===== src/rtl/keypad_scanner_if.sv =====
// Keypad matrix pins plus the decoded key event bus toward the game-state logic.
interface keypad_scanner_if;
  logic [3:0] key_row;
  logic [2:0] key_col;
  logic [3:0] key_data;
  logic       key_valid;
  logic       key_held;

  // Scanner side: senses rows, drives columns and the key event outputs.
  modport master (
    input  key_row,
    output key_col,
    output key_data,
    output key_valid,
    output key_held
  );

  // Keypad/consumer side.
  modport slave (
    output key_row,
    input  key_col,
    input  key_data,
    input  key_valid,
    input  key_held
  );
endinterface


===== src/rtl/keypad_scanner.sv =====
// 3x4 keypad scanner: column scan, per-tick debounce, one event per press.
module keypad_scanner #(
  parameter int unsigned CLK_DIV        = 25000,
  parameter int unsigned DEBOUNCE_TICKS = 20
) (
  input  logic                clk,
  input  logic                rst,
  keypad_scanner_if.master    kp
);

  localparam int unsigned DIV_W = (CLK_DIV > 1) ? $clog2(CLK_DIV) : 1;
  localparam int unsigned CNT_W = $clog2(DEBOUNCE_TICKS + 1);

  typedef enum logic [1:0] {SCAN, DEBOUNCE, HELD} state_t;

  state_t           state, state_n;
  logic [DIV_W-1:0] div_cnt;
  logic             tick;
  logic [3:0]       row_s1, row_s2;
  logic [1:0]       col_idx, col_idx_n;
  logic [1:0]       row_idx, row_idx_n;
  logic [CNT_W-1:0] cnt, cnt_n, cnt_inc;
  logic [1:0]       col_adv;
  logic [1:0]       row_low;
  logic             row_hit;
  logic [2:0]       key_col_n;
  logic [3:0]       key_data_n;
  logic             key_valid_n;
  logic             key_held_n;

  // Map matrix position to key code: 1-9 on the cell rows, '*'=10, '0'=0, '#'=11.
  function automatic logic [3:0] key_code(input logic [1:0] c, input logic [1:0] r);
    logic [3:0] rr;
    logic [3:0] cc;
    rr = {2'b00, r};
    cc = {2'b00, c};
    if (r == 2'd3) begin
      case (c)
        2'd0:    return 4'd10;
        2'd2:    return 4'd11;
        default: return 4'd0;
      endcase
    end
    return rr * 4'd3 + cc + 4'd1;
  endfunction

  assign tick = (div_cnt == DIV_W'(CLK_DIV - 1));

  // Scan tick prescaler.
  always_ff @(posedge clk or posedge rst) begin
    if (rst)       div_cnt <= '0;
    else if (tick) div_cnt <= '0;
    else           div_cnt <= div_cnt + DIV_W'(1);
  end

  // Two-flop synchronizer for the asynchronous row sense lines.
  always_ff @(posedge clk or posedge rst) begin
    if (rst) begin
      row_s1 <= '0;
      row_s2 <= '0;
    end else begin
      row_s1 <= kp.key_row;
      row_s2 <= row_s1;
    end
  end

  // Scan/debounce state and registered outputs.
  always_ff @(posedge clk or posedge rst) begin
    if (rst) begin
      state        <= SCAN;
      col_idx      <= '0;
      row_idx      <= '0;
      cnt          <= '0;
      kp.key_col   <= 3'b001;
      kp.key_data  <= '0;
      kp.key_valid <= 1'b0;
      kp.key_held  <= 1'b0;
    end else begin
      state        <= state_n;
      col_idx      <= col_idx_n;
      row_idx      <= row_idx_n;
      cnt          <= cnt_n;
      kp.key_col   <= key_col_n;
      kp.key_data  <= key_data_n;
      kp.key_valid <= key_valid_n;
      kp.key_held  <= key_held_n;
    end
  end

  // Next-state and output decode; everything only moves on a scan tick.
  always_comb begin
    state_n     = state;
    col_idx_n   = col_idx;
    row_idx_n   = row_idx;
    cnt_n       = cnt;
    key_col_n   = kp.key_col;
    key_data_n  = kp.key_data;
    key_valid_n = 1'b0;
    key_held_n  = kp.key_held;
    cnt_inc     = cnt + CNT_W'(1);
    col_adv     = (col_idx == 2'd2) ? 2'd0 : col_idx + 2'd1;
    row_hit     = row_s2[row_idx];
    row_low     = row_s2[0] ? 2'd0 : row_s2[1] ? 2'd1 : row_s2[2] ? 2'd2 : 2'd3;

    if (tick) begin
      unique case (state)
        SCAN: begin
          if (|row_s2) begin
            state_n   = DEBOUNCE;
            row_idx_n = row_low;
            cnt_n     = CNT_W'(1);
          end else begin
            col_idx_n = col_adv;
            key_col_n = 3'b001 << col_adv;
          end
        end
        DEBOUNCE: begin
          if (row_hit) begin
            cnt_n = cnt_inc;
            if (cnt_inc == CNT_W'(DEBOUNCE_TICKS)) begin
              state_n     = HELD;
              cnt_n       = '0;
              key_data_n  = key_code(col_idx, row_idx);
              key_valid_n = 1'b1;
              key_held_n  = 1'b1;
            end
          end else begin
            state_n   = SCAN;
            cnt_n     = '0;
            col_idx_n = col_adv;
            key_col_n = 3'b001 << col_adv;
          end
        end
        HELD: begin
          if (!row_hit) begin
            cnt_n = cnt_inc;
            if (cnt_inc == CNT_W'(DEBOUNCE_TICKS)) begin
              state_n    = SCAN;
              cnt_n      = '0;
              key_held_n = 1'b0;
              col_idx_n  = col_adv;
              key_col_n  = 3'b001 << col_adv;
            end
          end else begin
            cnt_n = '0;
          end
        end
        default: state_n = SCAN;
      endcase
    end
  end

endmodule

===== src/flat_wrapper.sv =====
// flat-port wrapper written by rule: the top's interface ports become plain ports
module keypad_scanner_flat 
#(
  parameter int unsigned CLK_DIV        = 25000,
  parameter int unsigned DEBOUNCE_TICKS = 20
)
  (clk, rst, kp_key_row, kp_key_col, kp_key_data, kp_key_valid, kp_key_held);
  keypad_scanner_if kp_i ();
  input  logic clk;
  input  logic rst;
  input wire logic [$bits(kp_i.key_row)-1:0] kp_key_row;
  output wire logic [$bits(kp_i.key_col)-1:0] kp_key_col;
  output wire logic [$bits(kp_i.key_data)-1:0] kp_key_data;
  output wire logic [$bits(kp_i.key_valid)-1:0] kp_key_valid;
  output wire logic [$bits(kp_i.key_held)-1:0] kp_key_held;
  assign kp_i.key_row = kp_key_row;
  assign kp_key_col = kp_i.key_col;
  assign kp_key_data = kp_i.key_data;
  assign kp_key_valid = kp_i.key_valid;
  assign kp_key_held = kp_i.key_held;
  keypad_scanner #(.CLK_DIV(CLK_DIV), .DEBOUNCE_TICKS(DEBOUNCE_TICKS)) u_core (.clk(clk), .rst(rst), .kp(kp_i));
endmodule

===== config.mk =====
export PLATFORM = sky130hd
export DESIGN_NAME = keypad_scanner_flat
export DESIGN_NICKNAME = d
export VERILOG_FILES = /design/src/rtl/keypad_scanner_if.sv /design/src/rtl/keypad_scanner.sv /design/src/flat_wrapper.sv
export SDC_FILE = /design/constraint.sdc
export NUM_CORES = 1
export LEC_CHECK = 0
export ABC_AREA = 1
export CAP_MARGIN = 25
export CORE_MARGIN = 1
export CORE_UTILIZATION = 59
export CTS_CLUSTER_SIZE = 10
export DETAILED_ROUTE_END_ITERATION = 6
export PLACE_DENSITY = 0.79
export RECOVER_POWER = 100
export SLEW_MARGIN = 20
export SYNTH_ARGS = -nofsm -noshare
export SYNTH_HDL_FRONTEND = slang
export SYNTH_SLANG_ARGS = --single-unit

===== constraint.sdc =====
create_clock -name clk -period 3.34 [get_ports clk]
set_clock_uncertainty 0.15 [all_clocks]
set_input_delay 0.668 -clock clk [delete_from_list [all_inputs] [get_ports clk]]
set_output_delay 0.668 -clock clk [all_outputs]
set_load 0.01 [all_outputs]

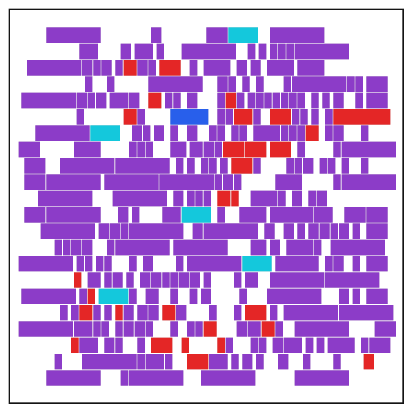
Fig. 1. Sizing map.
(6 px per um)
Key: drive 2 = red [cells 29, share 9.3%]; drive 6 and up = cyan [cells 5, share 1.6%]; drive 1 or less = purple [cells 278, share 89%]; drive 3 to 4 = blue [cells 1, share 0.32%]

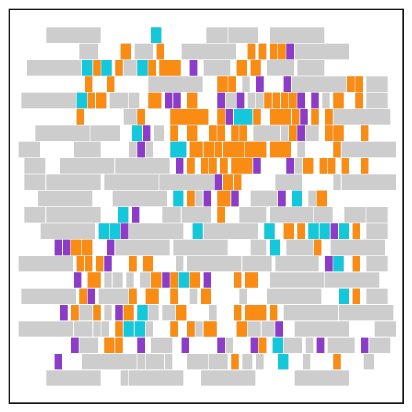
Fig. 2. Selected gate families.
(6 px per um)
Key: inverters = purple [cells 45, most used inv_1]; NAND gates = orange [cells 111, most used nand2_1, where all over the die]; inverting AOI/OAI gates = cyan [cells 27, most used o21ai_0]

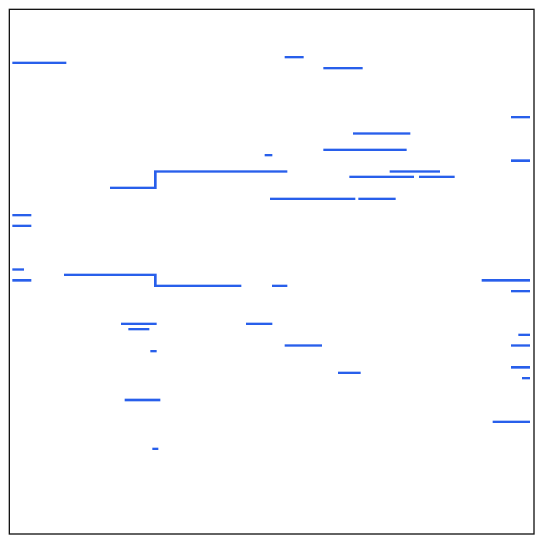
Fig. 3. The metal 3 layer.
(8 px per um)
27 nets have wire on it. The wires run mostly horizontal. The layer holds 3.9% of the routed length.

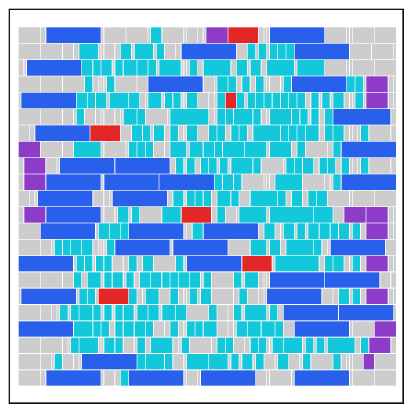
Fig. 4. Cell classes on the final placement.
(6 px per um) Fill, decap, tap and diode cells in grey.
Key: other buffers and delay cells = purple [cells 15, share of their area 5.7%]; clock drivers and dummy loads = red [cells 6, share of their area 2.9%]; all other logic = cyan [cells 251, share of their area 51%]; flops = blue [cells 41, share of their area 40%]
placeable core region: 3770 um^2
Post-Layout Inst Area: 2610 um^2
fraction of standard cell area that is sequential: 0.394

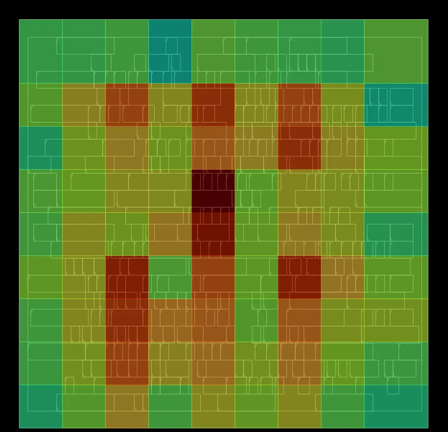
Fig. 5. Routing congestion map.
met1 track demand over resource in global routing: 0.317
Avg WL per Cell: 11.7 um
most heavily used metal layer in global routing: met2
Total GRT Usage: 0.235
final core utilization: 0.691

-- per-stage QoR --
step	setup slack, ps	instances	cell area (um^2)
floorplan	1320	293	2370
global placement	1320	355	2570
detailed placement	1240	355	2570
CTS	1130	361	2640
global route	654	361	2610
finish	941	361	2610
-- kinds of logic (layout without fill, tap and decap cells) --
family | after synthesis | after routing
AOI/OAI and AO/OA | 29 | 29
DFF | 41 | 41
buffers and inverters | 46 | 66
xor gates and xnor gates | 9 | 9
adders and majority gates | 12 | 12
and+or+nand+nor | 156 | 156
-- Yosys cell counts --
library cell / n / share of area
sky130_fd_sc_hd__dfrtp_1: 40 / 0.42
sky130_fd_sc_hd__nor2_2: 6 / 0.016
sky130_fd_sc_hd__xor2_1: 7 / 0.026
sky130_fd_sc_hd__inv_1: 35 / 0.055
sky130_fd_sc_hd__nor2_4: 3 / 0.014
sky130_fd_sc_hd__a22o_1: 1 / 0.0037
sky130_fd_sc_hd__nor3_1: 6 / 0.013
sky130_fd_sc_hd__inv_2: 10 / 0.016
sky130_fd_sc_hd__nor2_1: 26 / 0.041
sky130_fd_sc_hd__fa_1: 2 / 0.017
sky130_fd_sc_hd__a21o_1: 1 / 0.0032
sky130_fd_sc_hd__nand3_2: 8 / 0.034
sky130_fd_sc_hd__nand2_2: 5 / 0.013
sky130_fd_sc_hd__dfstp_2: 1 / 0.011
sky130_fd_sc_hd__o21ai_2: 1 / 0.0037
sky130_fd_sc_hd__nor3_2: 2 / 0.0084
sky130_fd_sc_hd__o21bai_1: 1 / 0.0032
sky130_fd_sc_hd__o21ai_1: 8 / 0.017
sky130_fd_sc_hd__ha_1: 10 / 0.053
sky130_fd_sc_hd__o21ai_0: 8 / 0.017
sky130_fd_sc_hd__buf_6: 1 / 0.0047
sky130_fd_sc_hd__xnor2_1: 2 / 0.0074
sky130_fd_sc_hd__nand4_1: 4 / 0.011
sky130_fd_sc_hd__nand2_1: 70 / 0.11
sky130_fd_sc_hd__or2_2: 1 / 0.0026
sky130_fd_sc_hd__and3_1: 1 / 0.0026
sky130_fd_sc_hd__a21oi_1: 9 / 0.019
sky130_fd_sc_hd__nand3_4: 1 / 0.0074
sky130_fd_sc_hd__nand3_1: 23 / 0.049
-- power by group through the flow --
stage | clock [mW] | sequential, mW | combinational [mW]
2_1_floorplan | 0 | 0.512 | 0.0154
3_3_place_gp | 0 | 0.513 | 0.0257
3_5_place_dp | 0 | 0.513 | 0.0260
4_1_cts | 0.305 | 0.503 | 0.0260
5_1_grt | 0.320 | 0.504 | 0.0275
6_report | 0.293 | 0.504 | 0.0231
-- placed cells by master (no fill, tap or decap), drive strengths merged --
cell type    instances
inv                 45
dfstp                1
nor3                 8
a22o                 1
dlygate4sd3         14
dfrtp               40
nand3               32
o21ai               17
nand4                4
o21bai               1
and3                 1
clkbuf               6
xnor2                2
a21oi                9
a21o                 1
nor2                35
fa                   2
ha                  10
xor2                 7
clkinv               1
or2                  1
nand2               75
-- cell type report --
class | instances | share of cell area
multi-input combinational | 206 | 0.434
clock inverter | 1 | 0.00192
timing repair buffer | 15 | 0.0557
inverter | 45 | 0.0648
clock buffer | 5 | 0.0264
tap | 48 | 0.0231
sequential | 41 | 0.394
==> results.sh <==
# yosys + openroad results
export IMPL_worst_setup_path_startpoint="u_core.div_cnt[6]$_DFF_PP0_"
export IMPL_wl_met2_mm=1.86
export IMPL_finalWeightedCongestion=0.886
export IMPL_initialDrtViolationCount=114
export IMPL_crit_end_element="register"
export IMPL_areaGrowthSynthToFinish_pct=9.81
export IMPL_critical_path_n_buffers_inverters=1
export IMPL_die_y_um=65.4
export IMPL_tritoncts="done"
export IMPL_synth_xor_xnor_area_share=0.0332
export IMPL_ctsHtreeMaxLevel=2
export IMPL_fmax_mhz=417
export IMPL_clock_pin_slew_of_the_registers_on_the_worst_case_setup_and_hold_paths_ps=70
export IMPL_avgViaCountPerCell=5.14
export IMPL_n_antenna_cell=0
export IMPL_worst_hold_path_endpoint="u_core.row_s2[2]$_DFF_PP0_"
export IMPL_timing_critical_path_fanout_max=11
export IMPL_p_seq_frac=0.614
export IMPL_largest_net_degree_at_the_start_of_global_routing=42
export IMPL_gr_total_overflow=0
export IMPL_clock_latency_ps=290
export IMPL_stage_log_warnings=30
export IMPL_worstSetupPathType="reg2reg"
export IMPL_worst_r2r_cell_count=8
export IMPL_detailed_place_hpwl_mm=3.18
export IMPL_synth_seq_share=0.433
export IMPL_ys_ff=41
export IMPL_cts_root_buffer="sky130_fd_sc_hd__clkbuf_8"
export IMPL_largest_register_ff_count=15
export IMPL_worst_path_depth=8
export IMPL_initial_util=0.629
export IMPL_die_width_um=65.4
export IMPL_worst_setup_path_start_kind="register"
export IMPL_period_used=0.718
export IMPL_post_cts_setup_buffer_count=0
export IMPL_fp_nets=311
export IMPL_crit_family="simple AND/OR/NAND/NOR gates"
export IMPL_grt_antenna_before_repair=0
export IMPL_cts_made_buffers=5
export IMPL_grt_pass1_wl_mm=7.51
export IMPL_vdd_ir_drop_max_uv=228
export IMPL_power_combinational_fraction=0.028
export IMPL_max_cap_violations=0
export IMPL_post_route_drc_count=0
export IMPL_outcome="finished, final reports clean"
export IMPL_yosys_stat_cells=293
export IMPL_crit_reg2reg_launch="u_core.div_cnt[6]$_DFF_PP0_"
export IMPL_cellInternalPower_mw=0.646
export IMPL_ant_nets=0
export IMPL_endpoint_required_time_on_the_critical_path_ps=3360
export IMPL_power_switching_mw=0.174
export IMPL_clock_path_buffers=2
export IMPL_drive_above_1_share=0.112
export IMPL_cts_hold_repair_buffers=0
export IMPL_ys_sh_adder=0.0696
export IMPL_final_setup_tns_ps=0
export IMPL_die_area_um2=4280
export IMPL_hold_path_startpoint="u_core.row_s1[2]$_DFF_PP0_"
export IMPL_top_signal_layer_used="met4"
export IMPL_r2r_setup_slack_ps=940
export IMPL_grt_util_met3=0.0573
export IMPL_finalHoldWorstSlack_ps=199
export IMPL_p_leak_nw=1.36
export IMPL_netSwitchingFraction=0.213
export IMPL_comb_area_um2=1130
export IMPL_routed_wl_mm=4.21
export IMPL_synth_cell_type_count=29
export IMPL_grt_setup_unrepaired="false"
export IMPL_met1Wirelength_mm=2.07
export IMPL_postSynthCellCount=293
export IMPL_post_route_min_period_ps=2400
export IMPL_route_vias_total=1854
export IMPL_met3RoutedLength_um=162
export IMPL_registers_with_the_most_flip_flops="u_core.div_cnt (15), u_core.cnt (5)"
export IMPL_regToRegEndpoint="u_core.kp.key_data[2]$_DFFE_PP0P_"
export IMPL_biggest_combinational_cell_group_after_synthesis="simple AND/OR/NAND/NOR gates"
export IMPL_nNetsFinal=332
export IMPL_synthesis_area_um2=2370
export IMPL_layout_filler_cells=311
export IMPL_fin_total_pwr_mw=0.820
export IMPL_met2_usage=0.362
export IMPL_io_buffers=14
export IMPL_cp_endpoint="u_core.kp.key_data[2]$_DFFE_PP0P_"
export IMPL_final_setup_viol_count=0
export IMPL_vias_in_the_first_global_route=1696
export IMPL_max_flop_register="u_core.div_cnt"
export IMPL_power_density_nw_per_um2=315
export IMPL_crit_path_cell_trace="inv_1, nand2_1, nor2_1, nand3_2, nor2_1, nand3_2, nand2_1, o21ai_0"
export IMPL_drt_first_pass_iters=4
export IMPL_synth_warning_count=0
export IMPL_largest_stage_delay_worst_path_ps=700
export IMPL_cp_arrival_ps=2420
export IMPL_syn_avg_cell_area_um2=8.10
export IMPL_min_delay_path_class="reg2reg"
export IMPL_max_slew_margin=0.358
export IMPL_summed_standard_cell_area_reported_by_yosys_um2=2370
export IMPL_slowest_cell_on_the_critical_path="sky130_fd_sc_hd__nor2_1"
export IMPL_hold_path_cell_count=0
export IMPL_placement_rows=22
export IMPL_cts_sinks=41
export IMPL_register_area_um2=1030
export IMPL_pin_count=15
Power figures rest on the tool's default switching activity, not on a simulated workload.
